==> images/clock_nets.png <==
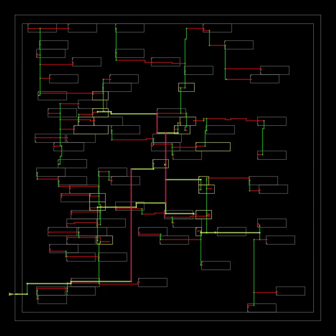
==> images/layers.png <==
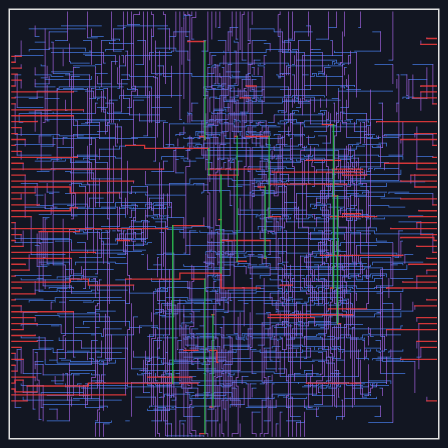
==> images/ff_map.png <==
Other cells in grey.
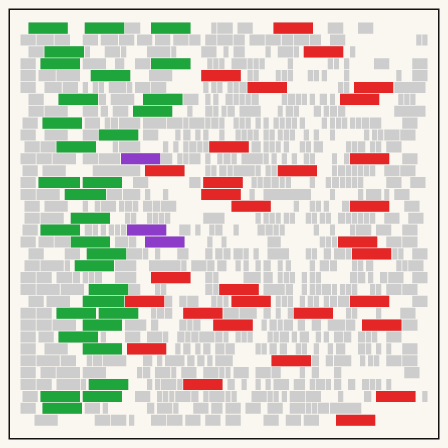
==> images/pinout.png <==
Pins as bars across the die edge, other pins in grey.
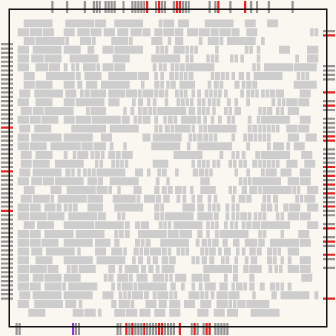
`src/rtl/seq_pkg.sv`:
```
// seq_pkg: shared state encoding and instruction constants for the instruction sequencer
package seq_pkg;
    typedef enum logic [2:0] {BOOT, FETCH, EXEC, WB, HALT} seq_state_t;
    localparam logic [31:0] EBREAK_INSN = 32'h0010_0073;
    localparam logic [31:0] NOP_INSN    = 32'h0000_0013;
    localparam int unsigned PC_INC      = 4;
endpackage

```
`src/rtl/instr_sequencer_perf_counters.sv`:
```
// seq_perf_counters: free-running 64-bit cycle and retired-instruction counters
module seq_perf_counters
    import seq_pkg::*;
(
    input  logic        clk,
    input  logic        reset,
    input  seq_state_t  i_state,
    output logic [63:0] o_cycle_count,
    output logic [63:0] o_instret_count
);
    logic [63:0] r_cyc;
    logic [63:0] r_ret;
    logic        w_cyc_en;
    logic        w_ret_en;

    assign w_cyc_en = (i_state != HALT) && (i_state != BOOT);
    assign w_ret_en = i_state == WB;

    // count active cycles and writeback cycles, wrapping silently
    always_ff @(posedge clk or posedge reset) begin
        if (reset) begin
            r_cyc <= '0;
            r_ret <= '0;
        end else begin
            if (w_cyc_en) r_cyc <= r_cyc + 64'd1;
            if (w_ret_en) r_ret <= r_ret + 64'd1;
        end
    end

    assign o_cycle_count   = r_cyc;
    assign o_instret_count = r_ret;
endmodule

```
`src/rtl/instr_sequencer.sv`:
```
// instr_sequencer: multi-cycle fetch/exec/writeback sequencer owning PC and IR.
// Optional perf counters are built when SEQ_PERF_COUNTERS_EN is defined.
module instr_sequencer
    import seq_pkg::*;
#(
    parameter int unsigned             PC_WIDTH = 32,
    parameter logic [PC_WIDTH-1:0]     RESET_PC = '0
) (
    input  logic                clk,
    input  logic                reset,
    output logic                imem_req,
    output logic [PC_WIDTH-1:0] imem_addr,
    input  logic                imem_ready,
    input  logic [31:0]         imem_rdata,
    output logic [31:0]         instr,
    output logic [PC_WIDTH-1:0] pc,
    input  logic                dec_regwrite,
    input  logic                dec_gpio_we,
    input  logic                branch_taken,
    input  logic [PC_WIDTH-1:0] branch_target,
    input  logic                halt_req,
    input  logic                resume,
    output logic                regwrite_en,
    output logic                gpio_we_en,
    output logic                halted
`ifdef SEQ_PERF_COUNTERS_EN
    ,
    output logic [63:0]         cycle_count,
    output logic [63:0]         instret_count
`endif
);
    seq_state_t          r_state;
    seq_state_t          w_next;
    logic [PC_WIDTH-1:0] r_pc;
    logic [31:0]         r_instr;
    logic                w_in_wb;

    // state register
    always_ff @(posedge clk or posedge reset) begin
        if (reset) r_state <= BOOT;
        else       r_state <= w_next;
    end

    // next-state: halt_req only matters in WB, resume only in HALT
    always_comb begin
        w_next = r_state;
        case (r_state)
            BOOT:    w_next = FETCH;
            FETCH:   w_next = imem_ready ? EXEC : FETCH;
            EXEC:    w_next = (r_instr == EBREAK_INSN) ? HALT : WB;
            WB:      w_next = halt_req ? HALT : FETCH;
            HALT:    w_next = resume ? FETCH : HALT;
            default: w_next = BOOT;
        endcase
    end

    // latch the fetched word on accept; advance or redirect the PC at writeback
    always_ff @(posedge clk or posedge reset) begin
        if (reset) begin
            r_pc    <= RESET_PC;
            r_instr <= NOP_INSN;
        end else begin
            if (r_state == FETCH && imem_ready) r_instr <= imem_rdata;
            if (w_in_wb) r_pc <= branch_taken ? {branch_target[PC_WIDTH-1:2], 2'b00}
                                              : r_pc + PC_WIDTH'(PC_INC);
        end
    end

    assign w_in_wb     = r_state == WB;
    assign imem_req    = r_state == FETCH;
    assign imem_addr   = imem_req ? r_pc : '0;
    assign instr       = r_instr;
    assign pc          = r_pc;
    assign regwrite_en = w_in_wb & dec_regwrite;
    assign gpio_we_en  = w_in_wb & dec_gpio_we;
    assign halted      = r_state == HALT;

`ifdef SEQ_PERF_COUNTERS_EN
    seq_perf_counters u_perf (
        .clk             (clk),
        .reset           (reset),
        .i_state         (r_state),
        .o_cycle_count   (cycle_count),
        .o_instret_count (instret_count)
    );
`endif
endmodule

```
`config.mk`:
```
export PLATFORM = sky130hd
export DESIGN_NAME = instr_sequencer
export DESIGN_NICKNAME = d
export VERILOG_FILES = /design/src/rtl/seq_pkg.sv /design/src/rtl/instr_sequencer_perf_counters.sv /design/src/rtl/instr_sequencer.sv
export SDC_FILE = /design/constraint.sdc
export NUM_CORES = 1
export LEC_CHECK = 0
export ABC_AREA = 1
export ABC_CLOCK_PERIOD_IN_PS = 3800
export CORE_MARGIN = 2
export CORE_UTILIZATION = 47
export CTS_CLUSTER_SIZE = 8
export DETAILED_ROUTE_END_ITERATION = 12
export PLACE_DENSITY_LB_ADDON = 0.2
export SKIP_CTS_REPAIR_TIMING = 1
export SLEW_MARGIN = 20
export SYNTH_ARGS = -nofsm -noshare
export SYNTH_HDL_FRONTEND = slang
export SYNTH_SLANG_ARGS = --single-unit
```
`constraint.sdc`:
```
create_clock -name clk -period 3.8 [get_ports clk]
set_input_delay 1.14 -clock clk [delete_from_list [all_inputs] [get_ports clk]]
set_output_delay 1.14 -clock clk [all_outputs]
set_load 0.05 [all_outputs]
```
==> impl_metrics.env <==
# physical design summary
export IMPL_whs_path_depth=1
export IMPL_area_growth_pct=46.5
export IMPL_htree_levels=3
export IMPL_largestPowerGroup="combinational logic"
export IMPL_vdd_drop_max_v=0.000718
export IMPL_grt_busiest_layer="met2"
export IMPL_fp_util_pct=48.1
export IMPL_warnings=28
export IMPL_arrival_ps=2380
export IMPL_lay_top_cells="152 x clkdlybuf4s50_1, 150 x nand2_1, 113 x nor2_1"
export IMPL_topCombFamilyByArea="simple AND/OR/NAND/NOR gates"
export IMPL_clk_pin_slew_ps=70
export IMPL_worstPathRequired_ps=2660
export IMPL_fin_nets=799
export IMPL_yosys_cells=564
export IMPL_firstDrtPassIters=5
export IMPL_met2_length_um=5710
export IMPL_setup_viol=0
export IMPL_p_seq_share_pct=22.1
export IMPL_total_leakage_power_nw=2.90
export IMPL_ff2ff_path_depth=6
export IMPL_met1Wirelength_um=5120
export IMPL_crit_slowest_cell="clkdlybuf4s50_1"
export IMPL_synth_cells=564
export IMPL_cpPeakStageDelay_ps=810
export IMPL_drive_gt1_share_pct=12.4
export IMPL_tightest_slew_ps=740
export IMPL_swShare_pct=55.1
export IMPL_core_mm2=0.00864
export IMPL_pg_seq_mw=1.46
export IMPL_cp_num_buf_inv=2
export IMPL_tritoncts="built"
export IMPL_cap_violations=0
export IMPL_power_density_mw_per_mm2=1090
export IMPL_cpLargestDelayFamily="buffers and inverters"
export IMPL_yosys_area_share_aoi_pct=6.57
export IMPL_grt_antenna_before_repair=0
export IMPL_synth_distinct_cells=32
export IMPL_avgSynthCellArea_um2=7.36
export IMPL_clockBufferDepth=2
export IMPL_adder_share_pct=0.301
export IMPL_synth_warnings=0
export IMPL_globalplace_congestion=0.928
export IMPL_internal_power_mw=2.96
export IMPL_crit_type="flip-flop to output pin"
export IMPL_grt_use_met1_pct=31.9
export IMPL_worstPathCellList="nor2_2, nand2_1, buf_4, nor2_1, clkdlybuf4s50_1"
export IMPL_relSlewSlack_pct=50.6
export IMPL_diodes=0
export IMPL_ys_sh_mux_pct=10.4
export IMPL_p_comb_share_pct=67.2
export IMPL_cts_root_buf="clkbuf_8"
export IMPL_num_io_pins=172
export IMPL_synthSimpleGateAreaFrac_pct=34.0
export IMPL_ys_area_mm2=0.00415
export IMPL_synth_seq_cells=65
export IMPL_clkPwrFrac_pct=10.7
export IMPL_syn_area_mm2=0.00415
export IMPL_fin_cells=839
export IMPL_dpl_hpwl_um=9130
export IMPL_die_area_mm2=0.00960
export IMPL_fmax_mhz=284
export IMPL_grt_pass1_vias=4210
export IMPL_dpl_cell_count=823
export IMPL_dpl_cell_area_mm2=0.00584
export IMPL_grt_overflow_total=0
export IMPL_min_period_ps=3520
export IMPL_use_met2_pct=42.0
export IMPL_design_area_mm2=0.00608
export IMPL_n_fill_cell=730
export IMPL_status="finished, final reports clean"
export IMPL_top_layer_used="met4"
export IMPL_grt_pass1_wl_um=20000
export IMPL_rsz0062_at_grt="no"
export IMPL_p_comb_mw=4.43
export IMPL_antenna_left=0
export IMPL_viasPerCell=5.04
export IMPL_setup_tns_ps=0
export IMPL_finalCritPeriodShare_pct=92.6
export IMPL_switchingPower_mw=3.64
export IMPL_mostFrequentLayoutCell="clkdlybuf4s50_1"
export IMPL_drv_slew=0
export IMPL_path_max_fanout=13
export IMPL_grt_max_degree=42
export IMPL_use_met3_pct=7.73
export IMPL_end_kind="output pin"
export IMPL_min_path_type="flip-flop to flip-flop"
export IMPL_ys_seq_share_pct=39.3
export IMPL_drc=0
export IMPL_drtIter0Drc=209
export IMPL_xor_area_share_pct=0
export IMPL_met3_length_um=974
export IMPL_cp_depth=5
export IMPL_rows=34
export IMPL_hold_viol=0
export IMPL_cp_start_kind="flip-flop"
About clock_nets.png:
CTS Sinks: 65
clk_skew: 14.6 ps
Clk Latency, worst-skew pair: 340 ps
CTS Buf Count: 9
P_clk: 706 uW

About layers.png:
- purple: M2 (wire length 5,710 um)
- red: M3 (wire length 975 um)
- blue: M1 (wire length 5,120 um)
- green: M4 (wire length 273 um)
WL/cell: 14.4 um
GRT Overall Usage: 25.6%
Routed WL: 12,100 um
Vias: 4,228

About ff_map.png:
- red: `pc` (placed flops 30)
- green: `instr` (placed flops 32; where a vertical strip on the left)
- purple: `r_state` (placed flops 3)
flop share of the area: 26.8%
final core utilization: 70.4%

About pinout.png:
- red: `imem_addr` (pins 32; direction output; edge 14 right, 9 bottom, 6 top, 3 left)
- purple: `reset` (pins 1; direction input; edge bottom)
- all pins by edge: 59 left, 41 right, 36 bottom, 36 top
DIE WIDTH: 98.0 um
Die Height: 98.0 um
IO Port Bufs: 165

-- worst register-to-register path, cell delays in order (launching register included) --
cell and delay (ps):
dfrtp_1 410, nor2_2 60, nand2_1 330, buf_4 300, inv_2 70, nand2_4 420
mux2_2 410
-- stage by stage --
step | setup slack (ps) | total power [mW] | utilization, % | hold slack (ps)
2_1_floorplan | 842 | 4.48 | - | 606
3_3_place_gp | 684 | 5.81 | 67.7 | 513
3_5_place_dp | 617 | 5.90 | 67.7 | 525
4_1_cts | 258 | 6.61 | 70.4 | 538
5_1_grt | 131 | 6.96 | 70.4 | 561
6_report | 283 | 6.60 | 70.4 | 537
-- final timing paths --
kind,from,endpoint,slack (ps)
worst max-delay path,r_state[1]$_DFF_PP0_,imem_addr[22],280
worst min-delay path,instr[24]$_DFFE_PP0P_,instr[24]$_DFFE_PP0P_,540
worst max register to register,r_state[1]$_DFF_PP0_,instr[23]$_DFFE_PP0P_,1700
worst min register to register,instr[24]$_DFFE_PP0P_,instr[24]$_DFFE_PP0P_,540
max in group asynchronous,reset,instr[1]$_DFFE_PP1P_,1850
min in group asynchronous,reset,pc[6]$_DFFE_PP0P_,1240
-- cells in the mapped netlist --
| cell | count | share of area (%) |
|---|---|---|
| a21oi_1 | 15 | 1.8 |
| a221oi_1 | 1 | 0.21 |
| a31oi_1 | 2 | 0.30 |
| a32o_1 | 1 | 0.24 |
| and2_1 | 2 | 0.30 |
| buf_2 | 5 | 0.60 |
| buf_4 | 5 | 0.90 |
| buf_6 | 6 | 1.6 |
| clkbuf_1 | 7 | 0.63 |
| conb_1 | 1 | 0.090 |
| dfrtp_1 | 62 | 37 |
| dfstp_2 | 3 | 1.9 |
| ha_1 | 1 | 0.30 |
| inv_1 | 61 | 5.5 |
| inv_2 | 1 | 0.090 |
| mux2_2 | 5 | 1.4 |
| mux2_4 | 25 | 9.0 |
| nand2_1 | 150 | 14 |
| nand2_2 | 5 | 0.75 |
| nand2_4 | 3 | 0.81 |
| nand3_1 | 36 | 4.3 |
| nand3_2 | 1 | 0.24 |
| nand4_1 | 2 | 0.30 |
| nor2_1 | 113 | 10 |
| nor2_2 | 8 | 1.2 |
| nor2_4 | 3 | 0.81 |
| nor2_8 | 1 | 0.48 |
| nor3_1 | 8 | 0.96 |
| o21a_1 | 1 | 0.18 |
| o21ai_0 | 25 | 3.0 |
| o21bai_1 | 2 | 0.36 |
| o22ai_1 | 3 | 0.45 |
-- final cells by class --
| cell class | instances | area (um^2) | area share [%] |
|---|---|---|---|
| Clock buffer | 12 | 165 | 2.72 |
| Inverter | 62 | 233 | 3.83 |
| Sequential cell | 65 | 1630 | 26.8 |
| Timing Repair Buffer | 171 | 1700 | 28.0 |
| Clock inverter | 4 | 73.8 | 1.21 |
| Tap cell | 108 | 135 | 2.22 |
| Multi-Input combinational cell | 417 | 2140 | 35.2 |
-- state kept, by name (all words and copies together) (netlist names) --
name     cells
instr       32
pc          30
r_state      3
-- logic make-up after synthesis --
family / after synthesis
and+or+nand+nor: 332
buffers and inverters: 85
DFF: 65
AOI/OAI and AO/OA: 50
muxes: 30
adders and majority gates: 1
other: 1
Power figures rest on the tool's default switching activity, not on a simulated workload.
